==> src/rtl/cpu_control_unit_pkg.sv <==
// Shared definitions for the fetch/decode/control stage: opcodes, ALU op codes,
// FSM state encoding and default geometry.
package cpu_control_unit_pkg;

  localparam int PC_W_DEF    = 32;
  localparam int INSTR_W_DEF = 32;
  localparam int RADDR_W_DEF = 3;
  localparam int DATA_W_DEF  = 8;
  localparam int PC_STEP_DEF = 4;

  localparam logic [7:0] OP_LOADI = 8'h00;
  localparam logic [7:0] OP_MOV   = 8'h01;
  localparam logic [7:0] OP_ADD   = 8'h02;
  localparam logic [7:0] OP_SUB   = 8'h03;
  localparam logic [7:0] OP_AND   = 8'h04;
  localparam logic [7:0] OP_OR    = 8'h05;
  localparam logic [7:0] OP_J     = 8'h06;
  localparam logic [7:0] OP_BEQ   = 8'h07;

  typedef enum logic [2:0] {
    ALU_FWD = 3'd0,
    ALU_ADD = 3'd1,
    ALU_AND = 3'd2,
    ALU_OR  = 3'd3
  } alu_op_e;

  typedef enum logic [1:0] {
    ST_FETCH  = 2'd0,
    ST_DECODE = 2'd1,
    ST_EXEC   = 2'd2
  } state_e;

endpackage

==> src/rtl/cpu_instr_decoder.sv <==
// Purely combinational opcode decoder: ALU control, operand muxing, write
// enable and control-flow class of one instruction.
module cpu_instr_decoder
  import cpu_control_unit_pkg::*;
(
  input  logic [7:0] opcode,
  output alu_op_e    aluop,
  output logic       imm_sel,
  output logic       neg_sel,
  output logic       writes,
  output logic       is_jump,
  output logic       is_beq,
  output logic       illegal
);

  // opcode table; anything unlisted behaves as a NOP and is flagged
  always_comb begin
    aluop   = ALU_FWD;
    imm_sel = 1'b0;
    neg_sel = 1'b0;
    writes  = 1'b0;
    is_jump = 1'b0;
    is_beq  = 1'b0;
    illegal = 1'b0;
    case (opcode)
      OP_LOADI: begin
        imm_sel = 1'b1;
        writes  = 1'b1;
      end
      OP_MOV: begin
        writes = 1'b1;
      end
      OP_ADD: begin
        aluop  = ALU_ADD;
        writes = 1'b1;
      end
      OP_SUB: begin
        aluop   = ALU_ADD;
        neg_sel = 1'b1;
        writes  = 1'b1;
      end
      OP_AND: begin
        aluop  = ALU_AND;
        writes = 1'b1;
      end
      OP_OR: begin
        aluop  = ALU_OR;
        writes = 1'b1;
      end
      OP_J: begin
        is_jump = 1'b1;
      end
      OP_BEQ: begin
        aluop   = ALU_ADD;
        neg_sel = 1'b1;
        is_beq  = 1'b1;
      end
      default: begin
        illegal = 1'b1;
      end
    endcase
  end

endmodule

==> src/rtl/cpu_control_unit.sv <==
// Fetch/decode/control stage: holds the IR, the FETCH->DECODE->EXEC FSM and
// the PC, and drives register-file addresses and ALU controls from flops.
module cpu_control_unit
  import cpu_control_unit_pkg::*;
#(
  parameter int PC_W    = PC_W_DEF,
  parameter int INSTR_W = INSTR_W_DEF,
  parameter int RADDR_W = RADDR_W_DEF,
  parameter int DATA_W  = DATA_W_DEF,
  parameter int PC_STEP = PC_STEP_DEF
) (
  input  logic               CLK,
  input  logic               RESET,
  output logic [PC_W-1:0]    PC,
  input  logic [INSTR_W-1:0] INSTR,
  input  logic               INSTR_VALID,
  output logic               INSTR_READY,
  input  logic               ZERO,
  output logic [RADDR_W-1:0] READREG1,
  output logic [RADDR_W-1:0] READREG2,
  output logic [RADDR_W-1:0] WRITEREG,
  output logic               WRITEENABLE,
  output logic [DATA_W-1:0]  IMMEDIATE,
  output logic [2:0]         ALUOP,
  output logic               IMM_SEL,
  output logic               NEG_SEL,
  output logic               ILLEGAL
);

  localparam logic [PC_W-1:0] STEP = PC_W'(PC_STEP);

  state_e              state_r, state_nxt_s;
  logic [INSTR_W-1:0]  ir_r;
  logic [PC_W-1:0]     pc_r, pc_inc_s, pc_tgt_s, pc_nxt_s;
  logic [RADDR_W-1:0]  readreg1_r, readreg2_r, writereg_r;
  logic [DATA_W-1:0]   imm_r;
  alu_op_e             aluop_r;
  logic                imm_sel_r, neg_sel_r, we_r, illegal_r;
  logic                writes_r, is_jump_r, is_beq_r, illegal_pend_r;
  alu_op_e             dec_aluop_s;
  logic                dec_imm_sel_s, dec_neg_sel_s, dec_writes_s;
  logic                dec_is_jump_s, dec_is_beq_s, dec_illegal_s;
  logic                unused_ir_s;

  // Decode the incoming word so every control lands in a flop at the accept edge
  cpu_instr_decoder u_dec (
    .opcode  (INSTR[31:24]),
    .aluop   (dec_aluop_s),
    .imm_sel (dec_imm_sel_s),
    .neg_sel (dec_neg_sel_s),
    .writes  (dec_writes_s),
    .is_jump (dec_is_jump_s),
    .is_beq  (dec_is_beq_s),
    .illegal (dec_illegal_s)
  );

  // FSM state register
  always_ff @(posedge CLK) begin
    if (RESET) begin
      state_r <= ST_FETCH;
    end else begin
      state_r <= state_nxt_s;
    end
  end

  // FSM next-state: one instruction in flight, three cycles minimum
  always_comb begin
    state_nxt_s = state_r;
    case (state_r)
      ST_FETCH: begin
        if (INSTR_VALID) begin
          state_nxt_s = ST_DECODE;
        end else begin
          state_nxt_s = ST_FETCH;
        end
      end
      ST_DECODE: state_nxt_s = ST_EXEC;
      ST_EXEC:   state_nxt_s = ST_FETCH;
      default:   state_nxt_s = ST_FETCH;
    endcase
  end

  // Next PC: branch offset is a signed word count relative to PC+STEP
  always_comb begin
    pc_inc_s = pc_r + STEP;
    pc_tgt_s = pc_inc_s + {{(PC_W-10){ir_r[23]}}, ir_r[23:16], 2'b00};
    if (is_jump_r || (is_beq_r && ZERO)) begin
      pc_nxt_s = pc_tgt_s;
    end else begin
      pc_nxt_s = pc_inc_s;
    end
  end

  // IR, PC and registered control outputs
  always_ff @(posedge CLK) begin
    if (RESET) begin
      ir_r           <= '0;
      pc_r           <= '0;
      readreg1_r     <= '0;
      readreg2_r     <= '0;
      writereg_r     <= '0;
      imm_r          <= '0;
      aluop_r        <= ALU_FWD;
      imm_sel_r      <= 1'b0;
      neg_sel_r      <= 1'b0;
      we_r           <= 1'b0;
      illegal_r      <= 1'b0;
      writes_r       <= 1'b0;
      is_jump_r      <= 1'b0;
      is_beq_r       <= 1'b0;
      illegal_pend_r <= 1'b0;
    end else begin
      case (state_r)
        ST_FETCH: begin
          if (INSTR_VALID) begin
            ir_r           <= INSTR;
            readreg1_r     <= INSTR[8 +: RADDR_W];
            readreg2_r     <= INSTR[0 +: RADDR_W];
            writereg_r     <= INSTR[16 +: RADDR_W];
            imm_r          <= INSTR[0 +: DATA_W];
            aluop_r        <= dec_aluop_s;
            imm_sel_r      <= dec_imm_sel_s;
            neg_sel_r      <= dec_neg_sel_s;
            writes_r       <= dec_writes_s;
            is_jump_r      <= dec_is_jump_s;
            is_beq_r       <= dec_is_beq_s;
            illegal_pend_r <= dec_illegal_s;
          end
        end
        ST_DECODE: begin
          we_r      <= writes_r;
          illegal_r <= illegal_pend_r;
        end
        ST_EXEC: begin
          // retire: PC advances and controls drop so nothing stale leaks into FETCH
          pc_r       <= pc_nxt_s;
          we_r       <= 1'b0;
          illegal_r  <= 1'b0;
          readreg1_r <= '0;
          readreg2_r <= '0;
          writereg_r <= '0;
          imm_r      <= '0;
          aluop_r    <= ALU_FWD;
          imm_sel_r  <= 1'b0;
          neg_sel_r  <= 1'b0;
        end
        default: begin
          we_r      <= 1'b0;
          illegal_r <= 1'b0;
        end
      endcase
    end
  end

  // IR is kept whole for visibility; only its offset byte feeds the PC adder
  assign unused_ir_s = ^ir_r;

  assign INSTR_READY = (state_r == ST_FETCH) && !RESET;
  assign PC          = pc_r;
  assign READREG1    = readreg1_r;
  assign READREG2    = readreg2_r;
  assign WRITEREG    = writereg_r;
  assign WRITEENABLE = we_r;
  assign IMMEDIATE   = imm_r;
  assign ALUOP       = aluop_r;
  assign IMM_SEL     = imm_sel_r;
  assign NEG_SEL     = neg_sel_r;
  assign ILLEGAL     = illegal_r;

endmodule

==> config.mk <==
export PLATFORM = sky130hd
export DESIGN_NAME = cpu_control_unit
export DESIGN_NICKNAME = d
export VERILOG_FILES = /design/src/rtl/cpu_control_unit_pkg.sv /design/src/rtl/cpu_instr_decoder.sv /design/src/rtl/cpu_control_unit.sv
export SDC_FILE = /design/constraint.sdc
export NUM_CORES = 1
export LEC_CHECK = 0
export ABC_AREA = 1
export CORE_MARGIN = 8
export CORE_UTILIZATION = 40
export CTS_BUF_LIST = sky130_fd_sc_hd__clkbuf_4 sky130_fd_sc_hd__clkbuf_8
export CTS_CLUSTER_DIAMETER = 150
export CTS_CLUSTER_SIZE = 10
export DETAILED_ROUTE_END_ITERATION = 10
export PLACE_DENSITY = 0.75
export SETUP_SLACK_MARGIN = 0.1
export SLEW_MARGIN = 20
export SYNTH_ARGS = -nofsm -noshare
export SYNTH_HDL_FRONTEND = slang
export SYNTH_SLANG_ARGS = --single-unit
export TNS_END_PERCENT = 50
==> constraint.sdc <==
create_clock -name CLK -period 2.4 [get_ports CLK]
set_input_delay 0.48 -clock CLK [delete_from_list [all_inputs] [get_ports CLK]]
set_output_delay 0.48 -clock CLK [all_outputs]
set_load 0.005 [all_outputs]
==> out/results.tsv <==
stage	metric	value	unit
grt	grt_pass1_wl	33500	um
drt	ant_nets	0	
sta	min_period	2.76	ns
drt	routed.top_layer	met4	
grt	grt_util_met3	5.17	%
status	outcome	finished with violations	
drt	viasPerCell	5.23	
floorplanning	num_rows	44	
power_and_ir_drop	seqPwrFrac	37.3	%
cts	numCtsBuffers	9	
power_and_ir_drop	ir_drop	452	uV
grt	grt_util_met2	37.6	%
critical_path	worstPathArrival	3.02	ns
drt	via_count	7408	
sta	slew_headroom	54.2	%
critical_path	cp_num_cells	17	
grt	grt_pass1_vias	7035	
final_layout	largest_register_ffs	30	
power_and_ir_drop	netSwitchingFraction	33.8	%
sta	setup_violations	23	
power_and_ir_drop	power.share.clock	31.2	%
drt	met2_length	10700	um
sta	setup_slack	-0.364	ns
cts	cts_buffer_depth	2	
sta	fin_setup_tns	-6.16	ns
critical_path	crit_fanout	4	
status	violations	setup timing	
drt	routed_wl	22300	um
sta	hold_slack	0.465	ns
yosys	yosys_warnings	0	
power_and_ir_drop	p_per_area	337	mW/mm^2
drt	drt_iter0_markers	608	
place	place_inst	1377	
[cell type report]
class                           instances  area, um^2  area share [%]
Timing Repair Buffer                  255        2140            22.9
Clock inverter                          6        68.8           0.734
Multi-Input combinational cell        727        4830            51.5
Tap cell                              184         230            2.46
Sequential cell                        64        1320            14.1
Inverter                              170         646            6.89
Clock buffer                           10         131            1.40
[cell usage after synthesis, types with 2 or more instances]
cell,count,area share (%)
a21o_1,3,0.39
a21oi_1,53,4.6
a21oi_2,2,0.30
a22o_1,2,0.30
a31oi_1,9,0.97
and2_1,3,0.32
buf_1,2,0.13
buf_2,3,0.26
buf_4,6,0.78
buf_6,2,0.39
clkbuf_1,12,0.78
dfxtp_1,64,22
ha_1,37,8.0
inv_1,168,11
nand2_1,301,20
nand2_2,8,0.87
nand3_1,75,6.5
nand3_2,2,0.35
nand3b_1,4,0.52
nand4_1,15,1.6
nor2_1,85,5.5
nor2_2,12,1.3
nor2_4,3,0.58
nor3_1,6,0.52
nor4_1,2,0.22
o211ai_1,2,0.26
o21ai_0,54,4.7
o21ai_1,2,0.17
o21bai_1,5,0.65
o22ai_1,4,0.43
or2_2,6,0.65
xnor2_1,5,0.76
xor2_1,15,2.3
[kinds of logic after synthesis]
kind of cell	count (synthesis)	synth area share, %
buffers and inverters	196	13.7
xor gates and xnor gates	20	3.03
other	1	0.0649
adders and majority gates	38	8.36
AOI/OAI and AO/OA	138	13.0
DFF	64	22.2
and+or+nand+nor	528	39.6
[worst paths after layout]
check	start	end	slack, ns
max	PC[13]	PC[26]	-0.36
min	ALUOP[1]	ALUOP[1]	0.46
max reg2reg	PC[13]	PC[26]	-0.36
min reg2reg	ALUOP[1]	ALUOP[1]	0.46
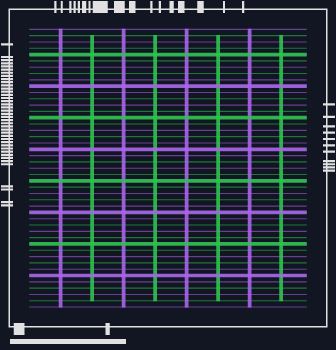
(supply network)
Scale bar: 50 um. Pins as bars on the die edge.
legend:
  purple:
    net: VSS
  green:
    net: VDD
signal pins: 93
rows: 44
met1 rails: 45

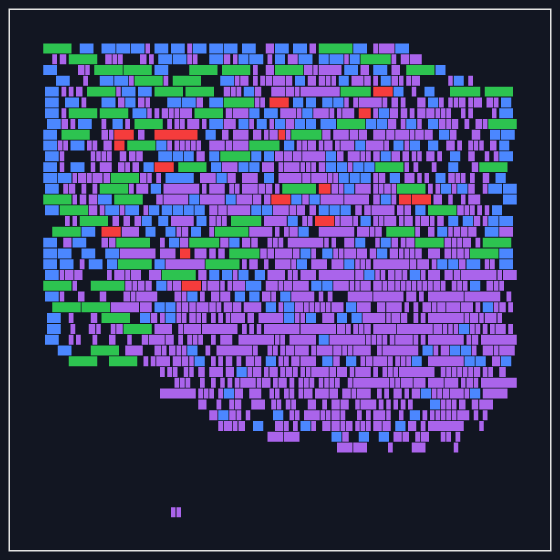
(placed cells, one color a class)
legend:
  purple:
    class: remaining logic cells
    cells: 897
    share_of_their_area: 60%
  green:
    class: registers
    cells: 64
    share_of_their_area: 14%
  blue:
    class: remaining buffers and delay cells
    cells: 255
    share_of_their_area: 23%
  red:
    class: clock drivers and dummy loads
    cells: 16
    share_of_their_area: 2.2%

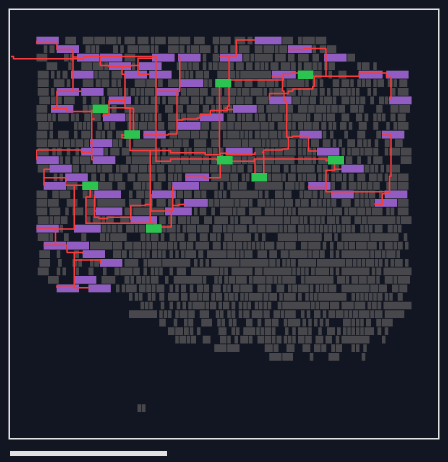
(clock distribution)
Scale bar: 50 um.
legend:
  red:
    item: clock wires
    length: 1010 um
  green:
    item: clock-net drivers
    count: 9
  purple:
    item: flip-flops
    count: 64
routed clock nets: 10
Clock group: 0.000984 W
clk ins delay skew pair: 0.37 ns
Final Skew: 0.00857 ns

Power figures rest on the tool's default switching activity, not on a simulated workload.
